**src/rtl/fact_pkg.sv**
```systemverilog
// Shared types and default widths for the factorial scheduler slice.
package fact_pkg;

  typedef enum logic [2:0] {
    IDLE,
    LAUNCH,
    BUSY,
    CAPTURE,
    RESP
  } sched_state_t;

  localparam int unsigned FACT_NW    = 4;
  localparam int unsigned FACT_RW    = 32;
  // Largest operand whose factorial fits in FACT_RW bits.
  localparam int unsigned FACT_N_MAX = 12;

endpackage

```
**src/rtl/fact_rr_arb.sv**
```systemverilog
// Combinational round-robin pick: search starts one past the pointer.
module fact_rr_arb
  import fact_pkg::*;
#(
  parameter int unsigned NREQ = 2,
  parameter int unsigned IW   = 1
) (
  input  logic [NREQ-1:0] req,
  input  logic [IW-1:0]   ptr,
  output logic [NREQ-1:0] gnt,
  output logic [IW-1:0]   idx,
  output logic            valid
);

  // Walk requesters ptr+1 .. ptr+NREQ (mod NREQ) and take the first active one.
  always_comb begin
    int unsigned cand;
    gnt   = '0;
    idx   = '0;
    valid = 1'b0;
    cand  = 0;
    for (int unsigned k = 1; k <= NREQ; k++) begin
      cand = (32'(ptr) + k) % NREQ;
      if (!valid && req[cand]) begin
        valid     = 1'b1;
        gnt[cand] = 1'b1;
        idx       = IW'(cand);
      end
    end
  end

endmodule

```
**src/rtl/fact_sched.sv**
```systemverilog
// Shares one factorial engine between NREQ requesters with a watchdog.
module fact_sched
  import fact_pkg::*;
#(
  parameter int unsigned NREQ    = 2,
  parameter int unsigned NW      = FACT_NW,
  parameter int unsigned RW      = FACT_RW,
  parameter int unsigned TIMEOUT = 64
) (
  input  logic             clk,
  input  logic             rst,
  input  logic [NREQ-1:0]  req,
  input  logic [NREQ*NW-1:0] req_n,
  output logic [NREQ-1:0]  gnt,
  output logic [NREQ-1:0]  resp_valid,
  output logic [RW-1:0]    resp_result,
  output logic             resp_err,
  output logic             resp_tmo,
  output logic             busy,
  output logic             eng_go,
  output logic [NW-1:0]    eng_n,
  input  logic             eng_done,
  input  logic             eng_err,
  input  logic [RW-1:0]    eng_result
);

  localparam int unsigned IW = (NREQ > 1) ? $clog2(NREQ) : 1;
  localparam int unsigned CW = $clog2(TIMEOUT) + 1;

  sched_state_t  state_q, state_d;
  logic [IW-1:0] ptr_q, ptr_d;
  logic [IW-1:0] id_q, id_d;
  logic [NW-1:0] op_q, op_d;
  logic [CW-1:0] cnt_q, cnt_d;
  logic [RW-1:0] res_q, res_d;
  logic          err_q, err_d;
  logic          tmo_q, tmo_d;

  logic [NREQ-1:0] arb_gnt;
  logic [IW-1:0]   arb_idx;
  logic            arb_valid;
  logic [NW-1:0]   sel_n;

  fact_rr_arb #(
    .NREQ (NREQ),
    .IW   (IW)
  ) u_arb (
    .req   (req),
    .ptr   (ptr_q),
    .gnt   (arb_gnt),
    .idx   (arb_idx),
    .valid (arb_valid)
  );

  // Operand slice of the arbitration winner.
  always_comb begin
    sel_n = '0;
    for (int unsigned i = 0; i < NREQ; i++) begin
      if (arb_idx == IW'(i)) sel_n = req_n[i*NW +: NW];
    end
  end

  // State and datapath registers with synchronous active-low reset.
  always_ff @(posedge clk) begin
    if (!rst) begin
      state_q <= IDLE;
      ptr_q   <= IW'(NREQ - 1);
      id_q    <= '0;
      op_q    <= '0;
      cnt_q   <= '0;
      res_q   <= '0;
      err_q   <= 1'b0;
      tmo_q   <= 1'b0;
    end else begin
      state_q <= state_d;
      ptr_q   <= ptr_d;
      id_q    <= id_d;
      op_q    <= op_d;
      cnt_q   <= cnt_d;
      res_q   <= res_d;
      err_q   <= err_d;
      tmo_q   <= tmo_d;
    end
  end

  // Next-state and output decode.
  always_comb begin
    state_d     = state_q;
    ptr_d       = ptr_q;
    id_d        = id_q;
    op_d        = op_q;
    cnt_d       = cnt_q;
    res_d       = res_q;
    err_d       = err_q;
    tmo_d       = tmo_q;
    gnt         = '0;
    resp_valid  = '0;
    resp_result = '0;
    resp_err    = 1'b0;
    resp_tmo    = 1'b0;
    eng_go      = 1'b0;
    busy        = (state_q != IDLE);
    eng_n       = (state_q != IDLE) ? op_q : '0;

    case (state_q)
      IDLE: begin
        // Grant is suppressed while reset is held so no pulse escapes.
        if (rst && arb_valid) begin
          gnt     = arb_gnt;
          ptr_d   = arb_idx;
          id_d    = arb_idx;
          op_d    = sel_n;
          state_d = LAUNCH;
        end
      end
      LAUNCH: begin
        eng_go = 1'b1;
        if (eng_done && eng_err) begin
          err_d   = 1'b1;
          state_d = RESP;
        end else begin
          cnt_d   = '0;
          state_d = BUSY;
        end
      end
      BUSY: begin
        cnt_d = cnt_q + 1'b1;
        if (eng_done) begin
          state_d = CAPTURE;
        end else if (cnt_q == CW'(TIMEOUT - 1)) begin
          tmo_d   = 1'b1;
          state_d = RESP;
        end
      end
      CAPTURE: begin
        res_d   = eng_result;
        state_d = RESP;
      end
      RESP: begin
        for (int unsigned i = 0; i < NREQ; i++) begin
          resp_valid[i] = (id_q == IW'(i));
        end
        resp_result = (err_q || tmo_q) ? '0 : res_q;
        resp_err    = err_q;
        resp_tmo    = tmo_q;
        err_d       = 1'b0;
        tmo_d       = 1'b0;
        state_d     = IDLE;
      end
      default: state_d = IDLE;
    endcase
  end

endmodule

```
**config.mk**
```make
export PLATFORM = sky130hd
export DESIGN_NAME = fact_sched
export DESIGN_NICKNAME = d
export VERILOG_FILES = /design/src/rtl/fact_pkg.sv /design/src/rtl/fact_rr_arb.sv /design/src/rtl/fact_sched.sv
export SDC_FILE = /design/constraint.sdc
export NUM_CORES = 1
export LEC_CHECK = 0
export CORE_UTILIZATION = 47
export DETAILED_ROUTE_END_ITERATION = 10
export HOLD_SLACK_MARGIN = 0.05
export PLACE_DENSITY = 0.82
export SYNTH_ARGS = -nofsm -noshare
export SYNTH_HDL_FRONTEND = slang
export SYNTH_HIERARCHICAL = 1
export SYNTH_SLANG_ARGS = --single-unit
```
**constraint.sdc**
```tcl
create_clock -name clk -period 5.1 [get_ports clk]
set_input_delay 1.02 -clock clk [delete_from_list [all_inputs] [get_ports clk]]
set_output_delay 1.02 -clock clk [all_outputs]
set_load 0.05 [all_outputs]
```
**Run 1: wires at chosen ports, followed through buffers**

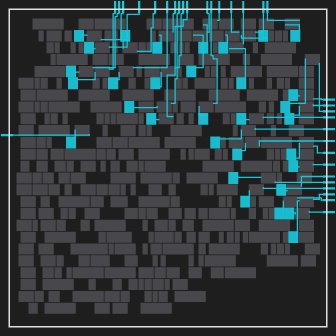
- cyan: resp_result (bits 32; direction output; edge 17 top, 14 right, 1 left; end cells 32; wire 497 um)
count of buffers from port buffering: 89
I/O Pins: 90

**Run 1: metal 1**

Supply wires on this layer in gray.
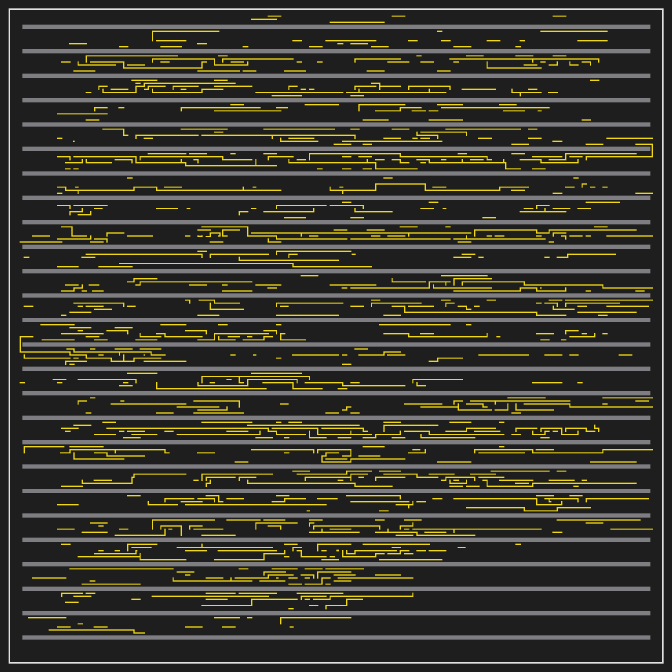
- longest straight run: 24.4 um
- main direction: horizontal

==> results.rst, run 1 <==
Implementation results
======================

.. list-table::
   :header-rows: 1

   * - Metric
     - Value
   * - Result of the run
     - complete, no violations
   * - CTS hold repair buffers
     - 0
   * - Crit path capture type
     - output pin
   * - Largest registers ranked by flip-flop count
     - res_q (32), cnt_q (7), op_q (4)
   * - Diode count
     - 0
   * - First-pass GRT wire length
     - 9.07 mm
   * - Clk ins delay skew pair
     - ~0.3 ns
   * - Total number of clock tree sinks
     - roughly 50
   * - Detailed Place HPWL
     - roughly 3.8 mm
   * - Cell chain of the critical path
     - clkdlybuf4s50_1 -> nor4b_4 -> and3_1 -> clkdlybuf4s50_1
   * - Tally of filler cells in the layout
     - ~430
   * - Maximum count of clock buffers along a single path
     - 2
   * - Number of buffers inserted to repair setup after CTS
     - 0
   * - Cell family with most CP delay
     - buffers and inverters
   * - Number of synthesis warnings
     - 6
   * - Worst supply voltage drop on vdd
     - roughly 0.00014 V
   * - Number of distinct library cells after synthesis
     - 43
   * - DP Worst Slack
     - about 0.86 ns
   * - Largest stage delay on the critical path
     - approximately 0.81 ns
   * - Routed WL
     - between 5 and 6 mm
   * - Iteration tally of the first detailed-router pass
     - 4
   * - Die x size
     - 72.6 um
   * - Maximum clock rate
     - around 240 MHz
   * - Via count of the first global-routing pass
     - just over 2000
   * - Hold Slack
     - 0.451 ns
   * - #FFs+latches synth
     - roughly 50
   * - Data required time of the critical path
     - a little over 4 ns
   * - Final worst-path cycle share
     - approximately 83%
   * - Worst slew margin relative to its limit
     - between 20% and 30%
   * - Total setup violations reported at the end of the flow
     - 0
   * - Register ranked first by flip-flop count
     - res_q
   * - CTS clk-pin slew, worst paths
     - ~0.08 ns
   * - Fin worst setup slack
     - between 0.8 and 0.9 ns
**Run 1: placement density heat map**

7 x 7 tiles, from white (low) to dark blue (high), 0 to 100% covered.
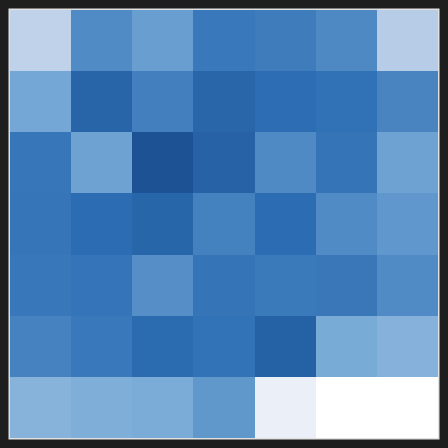
- nearly empty tiles: 4.1%
- fullest tile: 86%
- tiles over 75% full: 20%
- emptiest ninth of the die: bottom right
- mean over tiles: 61%
utilization of the core after routing: 69.6%
placeable core region: 4750 um2
initial standard-cell utilization of the core: 49.3%

-- run 1: final cells by class --
class	instances	area, um2	share of cell area, %
multi-input combinational	215	1220	37.0
sequential	50	1000	30.3
timing repair buffer	90	898	27.2
tap	67	83.8	2.53
clock buffer	6	82.6	2.50
inverter	5	18.8	0.568
-- run 1: report_power, final --
group | internal [mW] | switching (mW) | leakage [nW] | total, mW
logic | 0.0720 | 0.0860 | 0.710 | 0.158
registers | 0.405 | 0.0162 | 0.405 | 0.421
clock network | 0.105 | 0.121 | 0.0431 | 0.225
-- run 1: final timing paths --
kind         startpoint   endpoint  slack [ns]  cells after the start
max reg2reg  state_q[1]   res_q[4]        3.10                      3
min reg2reg   res_q[18]  res_q[18]        0.45                      2
max                 rst     gnt[1]        0.86                      4
min           res_q[18]  res_q[18]        0.45                      2
==> run 2: changes to the inputs <==
CORE_UTILIZATION = 39   (was 47)
PLACE_DENSITY = 0.72   (was 0.82)
clock period = 3.6 ns   (was 5.1 ns; I/O delays follow)
**Run 2: wires at chosen ports, followed through buffers**

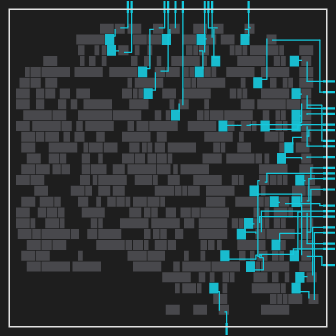

==> run 2 against run 1 <==
Net effect: worst hold slack better by 0.0018 ns; first-iteration DRC count up 28%; utilization fell by 11 points; clock skew is essentially flat; power grew 43%; synthesized cell count is the same; design area down 0.72%; sequential power increased by 42%; critical path type is now register to output pin.
==> results.rst, run 2 <==
Implementation results
======================

.. list-table::
   :header-rows: 1

   * - Metric
     - Value
   * - Placeable core region
     - 5640 um2 (was 4750 um2)
   * - Maximum count of clock buffers along a single path
     - 2 (unchanged)
   * - Terminus of the critical flop-to-flop path
     - res_q[0] (was res_q[4])
   * - CTS clk-pin slew, worst paths
     - 0.09 ns (was 0.08 ns)
   * - Combinational-cell power consumption
     - 234 uW (was 158 uW)
   * - I/O Pins
     - 90 (unchanged)
   * - Worst min-delay path endpoint
     - res_q[9] (was res_q[18])
   * - Clk ins delay skew pair
     - 0.30 ns (about the same)
   * - Largest stage delay on the critical path
     - 0.82 ns (was 0.81 ns)
   * - Maximum clock rate
     - about 330 MHz
   * - Crit path capture type
     - output pin (unchanged)
   * - Worst slew margin relative to its limit
     - 23.4% (was 23.1%)
   * - Result of the run
     - complete, no violations (unchanged)
   * - Part of the power in registers
     - 51.8% (was 52.4%)
   * - DP Worst Slack
     - 0.726 ns (was 0.864 ns)
   * - Total number of clock tree sinks
     - 50 (unchanged)
   * - Proportion of power drawn by the clock network
     - 28.0% (about the same)
   * - Tally of filler cells in the layout
     - 548 (was 430)
   * - Initial standard-cell utilization of the core
     - 41.5% (was 49.3%)
   * - Diode count
     - 0 (unchanged)
   * - Combinational fraction of design power
     - 20.3% (was 19.6%)
   * - Cell internal power dissipation
     - 820 uW (was 582 uW)
   * - Number of buffers inserted to repair setup after CTS
     - 0 (unchanged)
   * - Number of distinct library cells after synthesis
     - 43 (unchanged)
==> run 2: cell count changes in the layout (fill, tap and decap cells not counted), sizes merged <==
cell / before / now
clkdlybuf4s50: 89 / 55
buf: 1 / 38
clkinvlp: 0 / 1
clkinv: 0 / 2
clkbuf: 6 / 5
==> run 2: cell type report <==
cell class	instances	area, um2	area share, %
multi-input cells	215	1220	37.2
flip-flops and latches	50	1000	30.5
repair buffers	93	861	26.2
well taps	72	90.1	2.74
clock buffers	5	68.8	2.10
clock inverters	3	21.3	0.648
inverters	5	18.8	0.572
==> run 2: cell families after synthesis <==
family | share of synthesized area [%]
compound gates | 17.4
fa+ha+maj | 0.534
buf+inv | 5.07
flops | 42.7
mux | 2.14
simple gates | 32.2
No activity file was given, so power comes from the tool's default toggle rates.
